[src/rtl/fifo_rd_arb_pkg.sv]
// -----------------------------------------------------------------------------
// fifo_rd_arb_pkg
// Shared types and helpers for the FIFO read-side arbiter.
//   state_e    : arbiter FSM states (IDLE, GRANT)
//   rr_pick    : round-robin pick, search starts just above last_idx and wraps
//                modulo num_req
//   idx2onehot : index to one-hot vector
// Helpers work on a fixed maximum width (MAX_REQ consumers); callers extend
// their operands to that width and truncate the results.
// -----------------------------------------------------------------------------
package fifo_rd_arb_pkg;

   localparam int unsigned MAX_REQ   = 8;
   localparam int unsigned MAX_IDX_W = 3;

   typedef enum logic {
      IDLE  = 1'b0,
      GRANT = 1'b1
   } state_e;

   // Returns last_idx when nothing is requesting; callers gate with any_req.
   function automatic logic [MAX_IDX_W-1:0] rr_pick(
      input logic [MAX_REQ-1:0]   req,
      input logic [MAX_IDX_W-1:0] last_idx,
      input int unsigned          num_req
   );
      int unsigned idx;
      logic        found;
      rr_pick = last_idx;
      found   = 1'b0;
      for (int unsigned i = 1; i <= MAX_REQ; i++) begin
         // explicit wrap so non power-of-2 consumer counts rotate correctly
         idx = 32'(last_idx) + i;
         if (idx >= num_req) begin
            idx = idx - num_req;
         end
         if ((i <= num_req) && !found && req[idx[MAX_IDX_W-1:0]]) begin
            rr_pick = idx[MAX_IDX_W-1:0];
            found   = 1'b1;
         end
      end
   endfunction

   function automatic logic [MAX_REQ-1:0] idx2onehot(input logic [MAX_IDX_W-1:0] idx);
      idx2onehot      = '0;
      idx2onehot[idx] = 1'b1;
   endfunction

endpackage

[src/rtl/fifo_rd_arbiter_rr_priority_sel.sv]
// -----------------------------------------------------------------------------
// rr_priority_sel
// Combinational rotate-and-priority-encode. Picks the first requester above
// last_idx, wrapping modulo NUM_REQ. Shared with the write-side arbiter.
// Ports:
//   req      in  [NUM_REQ-1:0] request vector
//   last_idx in  [IDX_W-1:0]   index served most recently (lowest priority)
//   sel_idx  out [IDX_W-1:0]   selected index (valid when any_req)
//   any_req  out               at least one request present
// -----------------------------------------------------------------------------
module rr_priority_sel
   import fifo_rd_arb_pkg::*;
#(
   parameter int NUM_REQ = 4,
   parameter int IDX_W   = $clog2(NUM_REQ)
) (
   input  logic [NUM_REQ-1:0] req,
   input  logic [IDX_W-1:0]   last_idx,
   output logic [IDX_W-1:0]   sel_idx,
   output logic               any_req
);

   logic [MAX_REQ-1:0] req_ext;

   always_comb begin
      req_ext              = '0;
      req_ext[NUM_REQ-1:0] = req;
   end

   assign sel_idx = IDX_W'(rr_pick(req_ext, MAX_IDX_W'(last_idx), NUM_REQ));
   assign any_req = |req;

endmodule

[src/rtl/fifo_rd_arbiter.sv]
// -----------------------------------------------------------------------------
// fifo_rd_arbiter
// Read-side scheduler for the dual-clock FIFO (read clock domain only).
// Shares the FIFO read port among NUM_REQ consumers with round-robin
// arbitration and returns each popped word to its owner one cycle later.
// Build option: FIFO_RD_ARB_BURST_EN
//   defined   : a grant holds for up to BURST_LEN issued beats
//   undefined : a grant holds for exactly one issued beat (per-word round robin)
// Ports:
//   r_clk        in               read-domain clock
//   r_rstn       in               synchronous active-low reset
//   req          in  [NUM_REQ-1:0] consumer wants a word (and can take it next cycle)
//   fifo_empty   in               FIFO empty flag
//   fifo_r_data  in  [DATA_WIDTH-1:0] FIFO read data, one cycle after fifo_r_en
//   fifo_r_en    out              FIFO read enable
//   gnt          out [NUM_REQ-1:0] registered one-hot grant, zero when idle
//   rd_data      out [DATA_WIDTH-1:0] fifo_r_data passed through
//   rd_valid     out [NUM_REQ-1:0] one-hot owner of rd_data
// -----------------------------------------------------------------------------
module fifo_rd_arbiter
   import fifo_rd_arb_pkg::*;
#(
   parameter int NUM_REQ    = 4,
   parameter int DATA_WIDTH = 8,
   parameter int BURST_LEN  = 4
) (
   input  logic                  r_clk,
   input  logic                  r_rstn,
   input  logic [NUM_REQ-1:0]    req,
   input  logic                  fifo_empty,
   input  logic [DATA_WIDTH-1:0] fifo_r_data,
   output logic                  fifo_r_en,
   output logic [NUM_REQ-1:0]    gnt,
   output logic [DATA_WIDTH-1:0] rd_data,
   output logic [NUM_REQ-1:0]    rd_valid
);

   localparam int IDX_W = $clog2(NUM_REQ);
   localparam logic [IDX_W-1:0] LAST_IDX_RST = IDX_W'(NUM_REQ - 1);

   if ((NUM_REQ < 2) || (NUM_REQ > 8) || (BURST_LEN < 2) ||
       ((BURST_LEN & (BURST_LEN - 1)) != 0)) begin : g_bad_params
      $error("fifo_rd_arbiter: NUM_REQ must be 2..8, BURST_LEN a power of 2 >= 2");
   end

   state_e             state_q, state_d;
   logic [NUM_REQ-1:0] gnt_q, gnt_d;
   logic [IDX_W-1:0]   own_idx_q, own_idx_d;
   logic [IDX_W-1:0]   last_idx_q, last_idx_d;
   logic [NUM_REQ-1:0] rd_valid_q, rd_valid_d;

   logic [IDX_W-1:0]   sel_idx;
   logic               any_req;
   logic               owner_req;
   logic               issue;
   logic               last_beat;

`ifdef FIFO_RD_ARB_BURST_EN
   localparam int CNT_W = $clog2(BURST_LEN);
   logic [CNT_W-1:0]   beat_cnt_q, beat_cnt_d;
   assign last_beat = (beat_cnt_q == CNT_W'(BURST_LEN - 1));
`else
   assign last_beat = 1'b1;
`endif

   rr_priority_sel #(
      .NUM_REQ (NUM_REQ),
      .IDX_W   (IDX_W)
   ) u_sel (
      .req      (req),
      .last_idx (last_idx_q),
      .sel_idx  (sel_idx),
      .any_req  (any_req)
   );

   // Issue is gated by r_rstn so nothing is popped during a reset cycle.
   assign owner_req = |(req & gnt_q);
   assign issue     = (state_q == GRANT) && owner_req && !fifo_empty && r_rstn;

   always_comb begin
      state_d    = state_q;
      gnt_d      = gnt_q;
      own_idx_d  = own_idx_q;
      last_idx_d = last_idx_q;
`ifdef FIFO_RD_ARB_BURST_EN
      beat_cnt_d = beat_cnt_q;
`endif
      case (state_q)
         IDLE: begin
            if (any_req) begin
               gnt_d     = NUM_REQ'(idx2onehot(MAX_IDX_W'(sel_idx)));
               own_idx_d = sel_idx;
`ifdef FIFO_RD_ARB_BURST_EN
               beat_cnt_d = '0;
`endif
               state_d   = GRANT;
            end
         end
         GRANT: begin
            // Owner withdrew, or its final beat goes out now: release and
            // make the owner lowest priority for the next IDLE pick.
            if (!owner_req || (issue && last_beat)) begin
               gnt_d      = '0;
               last_idx_d = own_idx_q;
               state_d    = IDLE;
            end
`ifdef FIFO_RD_ARB_BURST_EN
            else if (issue) begin
               beat_cnt_d = beat_cnt_q + CNT_W'(1);
            end
`endif
         end
         default: state_d = IDLE;
      endcase
   end

   assign rd_valid_d = gnt_q & {NUM_REQ{issue}};

   always_ff @(posedge r_clk) begin
      if (!r_rstn) begin
         state_q    <= IDLE;
         gnt_q      <= '0;
         own_idx_q  <= '0;
         last_idx_q <= LAST_IDX_RST;
         rd_valid_q <= '0;
`ifdef FIFO_RD_ARB_BURST_EN
         beat_cnt_q <= '0;
`endif
      end else begin
         state_q    <= state_d;
         gnt_q      <= gnt_d;
         own_idx_q  <= own_idx_d;
         last_idx_q <= last_idx_d;
         rd_valid_q <= rd_valid_d;
`ifdef FIFO_RD_ARB_BURST_EN
         beat_cnt_q <= beat_cnt_d;
`endif
      end
   end

   assign fifo_r_en = issue;
   assign gnt       = gnt_q;
   assign rd_valid  = rd_valid_q;
   assign rd_data   = fifo_r_data;

endmodule
[config.mk]
export PLATFORM = sky130hd
export DESIGN_NAME = fifo_rd_arbiter
export DESIGN_NICKNAME = d
export VERILOG_FILES = /design/src/rtl/fifo_rd_arb_pkg.sv /design/src/rtl/fifo_rd_arbiter_rr_priority_sel.sv /design/src/rtl/fifo_rd_arbiter.sv
export SDC_FILE = /design/constraint.sdc
export NUM_CORES = 1
export LEC_CHECK = 0
export CELL_PAD_IN_SITES_DETAIL_PLACEMENT = 1
export CELL_PAD_IN_SITES_GLOBAL_PLACEMENT = 2
export CORE_MARGIN = 4
export CORE_UTILIZATION = 27
export DETAILED_ROUTE_END_ITERATION = 10
export HOLD_SLACK_MARGIN = 0.08
export PLACE_DENSITY = 0.83
export SLEW_MARGIN = 20
export SYNTH_ARGS = -nofsm -noshare
export SYNTH_HDL_FRONTEND = slang
export SYNTH_HIERARCHICAL = 1
export SYNTH_SLANG_ARGS = --single-unit
[constraint.sdc]
create_clock -name r_clk -period 2.25 [get_ports r_clk]
set_input_delay 0.45 -clock r_clk [delete_from_list [all_inputs] [get_ports r_clk]]
set_output_delay 0.45 -clock r_clk [all_outputs]
set_load 0.005 [all_outputs]
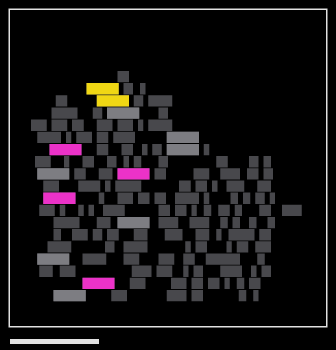
Fig. 1. Register map, names as in the netlist (run 1).
Bar = 20 µm. Other sequential cells in the stronger grey, the rest of the logic in the fainter grey.
own_idx_q: in yellow, flops 2. gnt: in magenta, flops 4, where west.

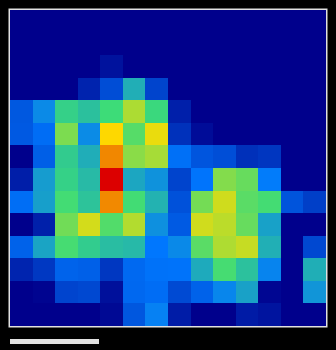
Fig. 2. Signal metal coverage by tile (run 1).
Bar = 20 µm. The die is cut into 14 by 14 equal tiles; dark blue is low, red is high, scaled to the fullest tile. Values are wire area over tile area, all layers added.
43% of the tiles are nearly empty. The emptiest ninth of the die: north-east. The mean over all tiles is 0.088. The fullest tile reaches 0.45. 16% of the tiles are over half the peak.

==> notes.md, run 1 <==
run results: Initial Util=28.5%, Max Transition Viols Final=0, Post-synth top cells=14 x nand2_1, 13 x dfxtp_1, 11 x buf_4, Sink Count=13, Max-slew headroom=77.5%, DR vias/cell=5.04, Placed Cells=185, number of global-route vias before repair=1073, cells after synthesis=119, R2R cell count=11, Fillers=449, H-tree Lvls=1, reg-to-reg endpoint=gnt[1], Design Power=1.25 mW, NetSw=0.485 mW, Floorplan Nets=135, Iter 0 DRT Violations=22, die height=70.7 µm, Hold Fails Final Rpt=0, YS chip area=0.00106 mm², family with the most delay on the worst path=AND-OR/OR-AND gates, RSZ-0062 raised after global routing=no, hold_sp=gnt[3], Post-CTS Setup Inserts=0, worst-path fanout max=8, Setup crit start=req[3], fraction of registers with async set/reset=0%, cell with the most instances after synthesis=nand2_1, top cells, area=dfxtp_1 25%, buf_4 7.8%, nor4b_2 7.1%, nor2b_1 5.3%, nand2_1 5.0%, Yosys reg bits=13, IO Count=32, Post-synth seq share=24.6%, critical path startpoint category=primary input, Hold Crit Class=reg2reg, CTS max path bufs=2, FMAX=471 MHz, final period utilization=94.4%, Placement Setup Slack=-0.196 ns, crit end category=flop, DR WL/cell=15.0 µm, run status=complete, no violations, Hold Crit Endpoint=gnt[3], Reg2Reg Setup Slack=0.23 ns, Worst Path Buf+Inv=2, Power Dens Cells=918 mW/mm², Layout area overhead=28.5%, launch point of the worst reg-to-reg path=last_idx_q[0], Worst Path Required=2.37 ns, cell taking the most area after synthesis=dfxtp_1, Max IR drop VDD=423 µV, Yosys Instances=119, worst skew pair latency=0.24 ns, Non-Filler Instances=189, clock root cell=clkbuf_8, first-pass GRT wire length=5010 µm, synthesized area per cell=8.91 µm², proportion of layout cells with a drive suffix above 1=30.5%, largest net degree at the start of global routing=13, Most common reg cell=dfxtp_1, DP HPWL=2190 µm, port buffer count=15, Setup WS post-layout=0.125 ns, clock-pin transition on the worst setup and hold timing paths=0.06 ns, register area=260 µm², clock power share=16.7%, DRC=0, sequential power share=25.7%, via count=952, final core utilization=36.6%, Slowest Stage Delay on Critical Path=0.46 ns, Comb pwr share=57.7%, critical path arrival=2.24 ns, DRT antenna net count=0, core area=0.00372 mm², Hold Path Depth=2, multi-input logic area=688 µm², number of enable flip-flop cells=0, row cnt=22, DIE AREA=0.00499 mm², switching share of power=38.8%, tool warnings=26, Final min period=2.13 ns, Antenna diodes=0
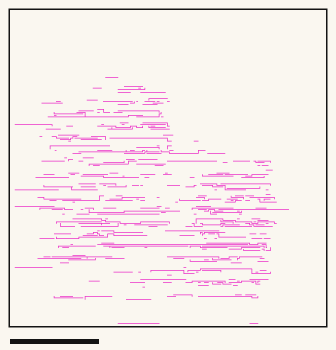
Fig. 3. The metal 1 layer (run 1).
Bar = 20 µm.
139 nets have wire on it. The longest straight run is 33.6 µm. The wires run mostly horizontal. The layer holds 45% of the routed length.

## run 1: registers in the layout (all words and copies together) (netlist names)
register / flops
state_q: 1
gnt: 4
rd_valid: 4
own_idx_q: 2
last_idx_q: 2
## run 1: power by group through the flow
stage	combinational (mW)	clock (mW)	sequential, mW
final	0.720	0.208	0.321
after global routing	0.781	0.229	0.333
after CTS	0.707	0.214	0.323
after detailed placement	0.697	0	0.327
after global placement	0.676	0	0.324
after floorplan	0.462	0	0.318
## run 1: area by class of cell
cell class | instances | area share (%)
inverters | 1 | 0.276
flip-flops and latches | 13 | 19.1
well taps | 48 | 4.41
clock buffers | 4 | 3.31
multi-input cells | 88 | 50.6
repair buffers | 35 | 22.3
## run 1: kinds of logic (layout without fill, tap and decap cells)
| group | Yosys count | after routing | share of synthesized area, % |
|---|---|---|---|
| and+or+nand+nor | 48 | 48 | 29.4 |
| AOI/OAI and AO/OA | 33 | 33 | 27.6 |
| buffers and inverters | 18 | 40 | 11.5 |
| DFF | 13 | 13 | 24.6 |
| muxes | 6 | 6 | 5.79 |
| adders and majority gates | 1 | 1 | 1.18 |
## run 1: tightest hold or removal path, stage by stage (launching register included)
cell and delay [ns]:
dfxtp_1 0.34, nand2_1 0.07, o32ai_1 0.07
## run 1: stage by stage
step	TNS (ns)	hold slack (ns)
detailed placement	-0.924	0.536
floorplan	0	0.497
CTS	0	0.549
finish	0	0.535
global route	0	0.569
global placement	-0.592	0.511
## run 1: layer usage
metal / vias up / part of all wire [%] / GRT usage [%]
met2: 14 / 50 / 21.3
met5: - / 0 / 0
met1: 458 / 45 / 14.3
met4: 0 / 1.6 / 4.59
met3: 7 / 3.0 / 2.56
li1: 473 / - / -
## run 1: cells in the final DEF (no fill, tap or decap), types with 3 or more instances in the layout
cell / instances
buf_4: 20
nand2_1: 14
dfxtp_1: 13
clkdlybuf4s50_1: 12
nor2b_1: 8
nor2_1: 7
nor4b_2: 5
mux2i_1: 5
a21oi_1: 5
o21ai_0: 4
nor3_1: 3
o32ai_2: 3
o22ai_1: 3
clkbuf_8: 3
## run 1: what timing repair did
item | CTS | global route
endpoints found under the setup margin | 1 | 3
gates cloned | 0 | 0
hold buffers | 0 | 0
resized | 1 | 5
pin swaps | 0 | 1
## run 1: worst max path at each step
stage | cells after the start | end | slack, ns
3_5_place_dp | 10 | gnt[1] | -0.20
5_1_grt | 10 | gnt[0] | 0.01
2_1_floorplan | 10 | gnt[2] | 0.20
4_1_cts | 10 | gnt[1] | 0.04
6_report | 10 | gnt[1] | 0.12
3_3_place_gp | 5 | fifo_r_en | -0.14
Fig. 4: run 1, ports around the boundary
Bar = 20 µm. Pins as bars across the die edge, other pins in grey.
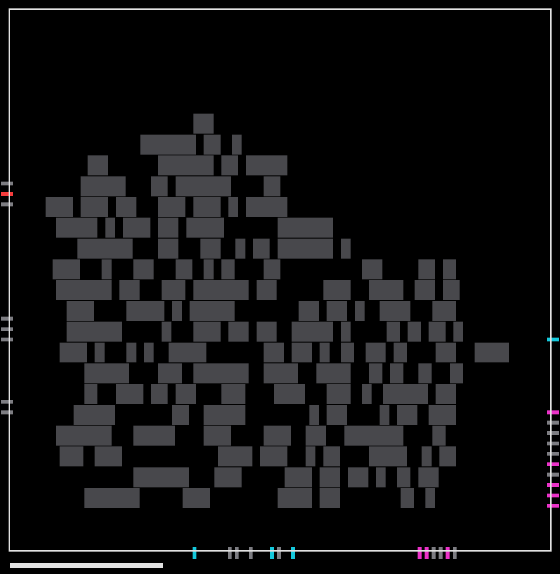

==> run 2, diff against run 1 <==
- ABC_CLOCK_PERIOD_IN_PS: unset -> 2250
- CORE_MARGIN: 4 -> 2
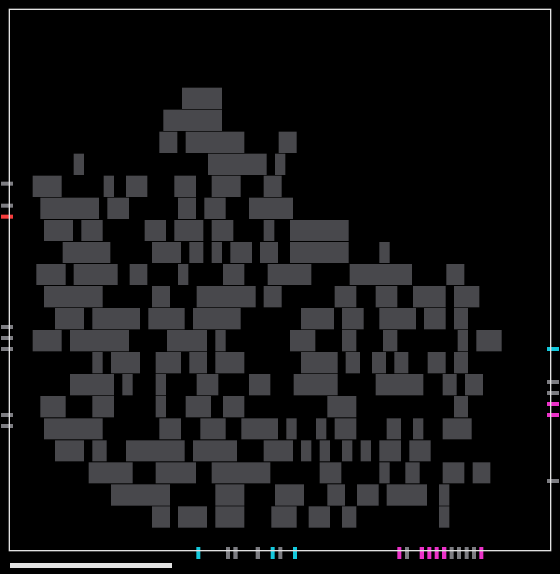
Fig. 5. Ports around the boundary (run 2).
Bar = 20 µm. Pins as bars across the die edge, other pins in grey.
r_rstn: in red, pins 1, direction input, edge west. fifo_r_data: in magenta, pins 8, direction input, edge 6 south, 2 east. req: in cyan, pins 4, direction input, edge 3 south, 1 east.

==> run 2 against run 1 <==
Against the previous run:
- sequential share of layout area increased by 0.49 points
- clock power increased by 6%
- global-route usage increased by 2.9 points
- final area decreased by 2.5%
- total power decreased by 1.5%
- register-to-register slack got worse by 0.04 ns
- clock skew about the same
- core utilization decreased by 0.91 points
- sequential cell count unchanged
- critical path type unchanged
- critical endpoint unchanged
==> notes.md, run 2 <==
run results: run status=complete, no violations, DP HPWL=2160 µm, cell taking the most area after synthesis=dfxtp_1, Post-synth top cells=14 x nand2_1, 13 x dfxtp_1, 11 x buf_4, first-pass GRT wire length=5010 µm, cell with the most instances after synthesis=nand2_1, Metal-1 WL=1280 µm, clock skew=0.00324 ns, Final min period=2.12 ns, DRT antenna net count=0, RSZ-0062 raised after global routing=no, DR WL/cell=15.4 µm, Max Transition Viols Final=0, top layer in use=met4, sequential power share=26.2%, Synth Warn #=6, YS chip area=0.00106 mm², worst-path fanout max=8, IO Count=32, Yosys cell types=38, Internal=0.742 mW, die height=66.7 µm, number of global-route vias before repair=1007, hold_ws=0.550 ns, family with the most delay on the worst path=AND-OR/OR-AND gates, NetSw=0.488 mW, clock power share=17.9%, worst skew pair latency=0.25 ns, proportion of layout cells with a drive suffix above 1=28.3%, Yosys reg bits=13, Tot GR Track Use=15.0%, cell leakage power=0.494 nW, Hold Fails Final Rpt=0, number of enable flip-flop cells=0, number of buffers inserted during clock tree synthesis=3, top cells, area=dfxtp_1 25%, buf_4 7.8%, nor4b_2 7.1%, nor2b_1 5.3%, nand2_1 5.0%, DR vias/cell=5.18, port buffer count=15, cells after synthesis=119, FMAX=471 MHz, cell chain of the critical path=clkdlybuf4s50_1, buf_4, nor2b_1, o21ai_1, o2111ai_1, a32o_1, o21ai_4, nor2b_1, mux2i_1, o32ai_2, final period utilization=94.3%, Post-CTS Setup Inserts=0, crit end category=flop, switching share of power=39.7%, Yosys Instances=119, Design Power=1.23 mW, DRC=0, # setup viols final=0, row cnt=22, critical path startpoint category=primary input, H-tree Lvls=1, core area=0.00372 mm², GPL Wtd Cong=0.808, Initial Util=28.5%, Mapped Area=0.00106 mm², final core utilization=35.7%, critical path arrival=2.25 ns, DIE AREA=0.00444 mm², Final nets=155, Post-synth seq share=24.6%, GR Overflow Total=0, tool warnings=26, Placement Setup Slack=-0.212 ns, fraction of registers with async set/reset=0%, synthesized area per cell=8.91 µm², Hold Crit Class=reg2reg, Setup WS post-layout=0.128 ns, Comb pwr share=56.0%, largest net degree at the start of global routing=13, Iter 0 DRT Violations=39, Most common reg cell=dfxtp_1, wire length on met3=126 µm, Sink Count=13, clock root cell=clkbuf_8, Floorplan Nets=135, DRT Pass-1 Iters=4, Max IR drop VDD=383 µV, Worst Path Required=2.38 ns, cell mode on critical path=nor2b_1, Worst Path Buf+Inv=2, Layout area overhead=25.3%, most frequent cells in the layout=17 x buf_4, 14 x nand2_1, 13 x dfxtp_1, clock-pin transition on the worst setup and hold timing paths=0.06 ns, maxcap violations=0, CTS max path bufs=2, Slowest Stage Delay on Critical Path=0.47 ns, Power Dens Cells=927 mW/mm², die width=66.7 µm, Met2 Routed Length=1400 µm, Max-slew headroom=77.9%, critical path class=in2reg, Antenna diodes=0, most numerous logic cell after layout=buf_4
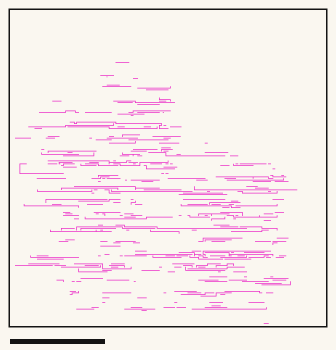
Fig. 6. The metal 1 layer (run 2).
Bar = 20 µm.
routed wire length: 2870 µm
via count: 963

-- run 2: cell counts after synthesis --
No cell type changed its count.
-- run 2: per-layer routing --
| metal | vias up | GRT usage, % |
|---|---|---|
| met1 | 462 | 18.5 |
| met3 | 7 | 2.36 |
| met5 | - | 0 |
| li1 | 470 | - |
| met4 | 0 | 8.42 |
| met2 | 24 | 24.6 |
-- run 2: timing repair --
item	in CTS	in global routing
endpoints found under the hold margin	0	0
gates resized	4	3
hold buffers	0	0
setup endpoints to repair	1	3
-- run 2: final timing paths --
| kind | slack [ns] | cells after the start | to | startpoint |
|---|---|---|---|---|
| worst max-delay path | 0.13 | 10 | gnt[1] | req[3] |
| worst min-delay path | 0.55 | 2 | gnt[2] | gnt[2] |
| worst max register to register | 0.19 | 11 | gnt[1] | last_idx_q[0] |
| worst min register to register | 0.55 | 2 | gnt[2] | gnt[2] |
-- run 2: stage by stage --
stage,cells,TNS (ns)
floorplan,119,0
global placement,182,-0.752
detailed placement,182,-1.12
CTS,186,0
global route,186,0
finish,186,0
-- run 2: cell families (layout without fill, tap and decap cells) --
group                      count (synthesis)  in the layout  share of synthesized area, %
AOI/OAI and AO/OA                         33             33                          27.6
muxes                                      6              6                          5.79
buffers and inverters                     18             37                          11.5
adders and majority gates                  1              1                          1.18
DFF                                       13             13                          24.6
and+or+nand+nor                           48             48                          29.4
-- run 2: final cells by class --
type                       instances  area (µm²)
timing repair buffer              32         273
tap                               48        60.1
sequential                        13         260
clock buffer                       4        45.0
fill                             450        2390
multi-input combinational         88         686
inverter                           1        3.75
-- run 2: worst min-delay path, delay by kind of cell (launching register included) --
family	cells	cell delay (ns)
and+or+nand+nor	1	0.09
AOI/OAI and AO/OA	1	0.07
DFF	1	0.35
-- run 2: power by group through the flow --
stage / Combinational [mW] / Sequential, mW / Clock, mW
after detailed placement: 0.677 / 0.326 / 0
after floorplan: 0.462 / 0.318 / 0
after global placement: 0.656 / 0.323 / 0
final: 0.688 / 0.322 / 0.220
after CTS: 0.677 / 0.322 / 0.226
after global routing: 0.755 / 0.328 / 0.237
No activity file was given, so power comes from the tool's default toggle rates.
